### Logic cells by family

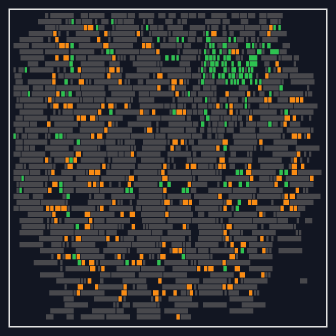
### Clock distribution

Bar = 50 µm.
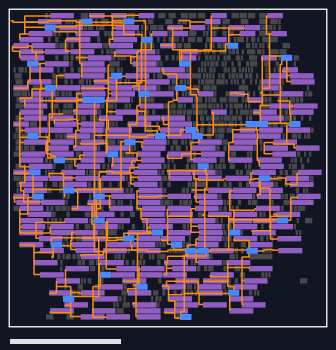
### Cells coloured by class

Bar = 50 µm.
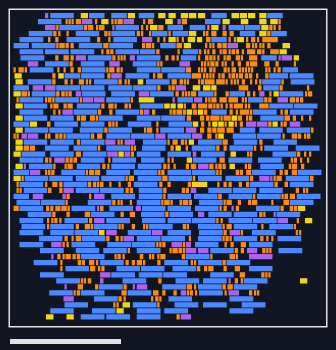
### Cell placement

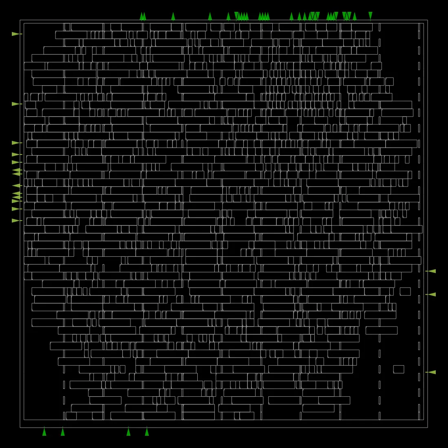
## config.mk

```make
export PLATFORM = sky130hd
export DESIGN_NAME = circ_fifo
export DESIGN_NICKNAME = d
export VERILOG_FILES = /design/src/rtl/circ_fifo.sv
export SDC_FILE = /design/constraint.sdc
export NUM_CORES = 1
export LEC_CHECK = 0
export ABC_AREA = 1
export CAP_MARGIN = 20
export CORE_UTILIZATION = 60
export CTS_BUF_LIST = sky130_fd_sc_hd__clkbuf_4 sky130_fd_sc_hd__clkbuf_8
export DETAILED_ROUTE_END_ITERATION = 10
export PLACE_DENSITY = 0.78
export SYNTH_ARGS = -nofsm -noshare
export SYNTH_HDL_FRONTEND = slang
export SYNTH_SLANG_ARGS = --single-unit
```

## constraint.sdc

```tcl
create_clock -name clk -period 4.1 [get_ports clk]
set_input_delay 0.41 -clock clk [delete_from_list [all_inputs] [get_ports clk]]
set_output_delay 0.41 -clock clk [all_outputs]
set_load 0.05 [all_outputs]
```

## src/rtl/circ_fifo.sv

```systemverilog
// Parametrised synchronous circular-queue FIFO with occupancy count, flush,
// registered status flags and sticky overflow/underflow error flags.
module circ_fifo #(
    parameter int unsigned WIDTH    = 16,
    parameter int unsigned DEPTH    = 16,
    parameter int unsigned AF_LEVEL = DEPTH - 2,
    parameter int unsigned AE_LEVEL = 2,
    localparam int unsigned AW      = $clog2(DEPTH),
    localparam int unsigned CW      = AW + 1
) (
    input  logic             clk,
    input  logic             reset,
    input  logic             wr,
    input  logic [WIDTH-1:0] d_in,
    input  logic             rd,
    input  logic             flush,
    input  logic             clr_err,
    output logic [WIDTH-1:0] d_out,
    output logic             rd_valid,
    output logic             full,
    output logic             empty,
    output logic             almost_full,
    output logic             almost_empty,
    output logic [CW-1:0]    count,
    output logic             overflow,
    output logic             underflow
);

    logic [WIDTH-1:0] mem [DEPTH];

    logic [AW-1:0] wr_ptr;
    logic [AW-1:0] rd_ptr;
    logic [AW-1:0] wr_ptr_nxt;
    logic [AW-1:0] rd_ptr_nxt;
    logic [CW-1:0] count_nxt;
    logic          wr_acc;
    logic          rd_acc;
    logic          wr_en;
    logic          rd_en;
    logic          overflow_nxt;
    logic          underflow_nxt;

    // Acceptance, pointer/count and error-flag next state
    always_comb begin
        wr_acc        = wr & (~full | rd);
        rd_acc        = rd & ~empty;
        wr_en         = wr_acc & ~flush;
        rd_en         = rd_acc & ~flush;
        wr_ptr_nxt    = wr_ptr;
        rd_ptr_nxt    = rd_ptr;
        count_nxt     = count;
        overflow_nxt  = overflow;
        underflow_nxt = underflow;

        if (flush) begin
            wr_ptr_nxt = '0;
            rd_ptr_nxt = '0;
            count_nxt  = '0;
        end else begin
            if (wr_en) wr_ptr_nxt = wr_ptr + AW'(1);
            if (rd_en) rd_ptr_nxt = rd_ptr + AW'(1);
            if (wr_en && !rd_en) count_nxt = count + CW'(1);
            if (rd_en && !wr_en) count_nxt = count - CW'(1);
        end

        // A new error in the same cycle as clr_err wins over the clear
        if (clr_err) begin
            overflow_nxt  = 1'b0;
            underflow_nxt = 1'b0;
        end
        if (!flush && wr && full && !rd) overflow_nxt  = 1'b1;
        if (!flush && rd && empty)       underflow_nxt = 1'b1;
    end

    // Control, status and read-data registers; status flags follow count_nxt
    // so they change on the same edge as the count they decode
    always_ff @(posedge clk) begin
        if (reset) begin
            wr_ptr       <= '0;
            rd_ptr       <= '0;
            count        <= '0;
            d_out        <= '0;
            rd_valid     <= 1'b0;
            overflow     <= 1'b0;
            underflow    <= 1'b0;
            full         <= 1'b0;
            empty        <= 1'b1;
            almost_full  <= 1'b0;
            almost_empty <= 1'b1;
        end else begin
            wr_ptr       <= wr_ptr_nxt;
            rd_ptr       <= rd_ptr_nxt;
            count        <= count_nxt;
            rd_valid     <= rd_en;
            overflow     <= overflow_nxt;
            underflow    <= underflow_nxt;
            full         <= (count_nxt == CW'(DEPTH));
            empty        <= (count_nxt == '0);
            almost_full  <= (count_nxt >= CW'(AF_LEVEL));
            almost_empty <= (count_nxt <= CW'(AE_LEVEL));
            if (rd_en) d_out <= mem[rd_ptr];
        end
    end

    // Storage array, deliberately not reset
    always_ff @(posedge clk) begin
        if (wr_en && !reset) mem[wr_ptr] <= d_in;
    end

endmodule

```

==> results.ini <==
[final_timing]
setup_violations = 0
clock.fmax_mhz = 410
fin_setup_tns_ps = 0
maxSlewViolCount = 0
final_hold_viol_count = 0
whs_ps = 477

[place]
place_ws_ps = 1170

[pwr]
p_seq_frac = 0.550
power_density_mw_per_mm2 = 437
top_power_group = sequential cells
clockPowerShare = 0.409
swShare = 0.217

[synth]
simple_gate_area_frac = 0.132
logic_family = simple AND/OR/NAND/NOR gates
common_cells = edfxtp_1 (256), nor2_1 (217), o21ai_0 (93)
ys_chip_area_mm2 = 0.0119
synthDistinctLibCells = 31
ys_ff = 292
adder_share = 0.00738
yosysTopAreaCell = edfxtp_1
synth_nets = 1023
syn_area_per_cell_um2 = 11.9
postSynthCellCount = 994
synth-async-reset-ratio = 0

[final_layout]
clkbuf_count = 62
reg.largest.list = mem x256, d_out x16, count x5
antenna_cells = 0
dominant-cell-class = registers
seq_share = 0.619
fin_nets = 1088
final_area_mm2 = 0.0136
layout_top_cells = edfxtp_1 (256), nor2_1 (207), o21ai_0 (93)
nMultiInputCombCells = 600

[worst_setup_path]
path_delay_family = buffers and inverters
cp.depth = 7
critPathArrivalTime_ps = 2940
endpoint = d_out[3]
crit_type = flop to flop
required_ps = 4590
critPathBufInv = 2
end_kind = flop

[detailed_routing]
route.met3.wl_um = 2150
wirelength_um = 27000
firstDrtPassIters = 5
route.detailed.drc = 0
ant_nets = 0

[floorplan]
die_height_um = 143
pin_count = 50
initCoreUtil = 0.611

[clock_tree]
cts_max_path_buffers = 3
htreeDepth = 2
path_clk_slew_ps = 60

[grt]
met2_usage = 0.440
grtUsageTotal = 0.276
grt_max_degree = 112
use_met1 = 0.386
grt_pass1_wl_um = 41500

[worst_hold_path]
min_to = underflow

[run]
cap_viol_max_count = 0

[outcome]
outcome = completed

Notes on 'Logic cells by family' above:
Green marks NAND gates, cells 135. Orange marks inverting AOI/OAI gates, cells 209, where all over the die.

Notes on 'Clock distribution' above:
Orange marks clock wires, length 3300 µm. Blue marks cells driving clock nets, count 45. Purple marks flip-flops, count 292.
Position of the flops: all over the die.

Notes on 'Cells coloured by class' above:
Yellow marks other buffers and delay cells, cells 76, share of their area 5.4%. Blue marks flip-flops, cells 292, share of their area 63%. Orange marks all other logic, cells 644, share of their area 24%. Purple marks clock drivers and dummy loads, cells 83, share of their area 6.9%.

Notes on 'Cell placement' above:
Final Util: 0.701
final non-filler cell total: 1360
registers: 292
site row count: 51
Well Taps: 265

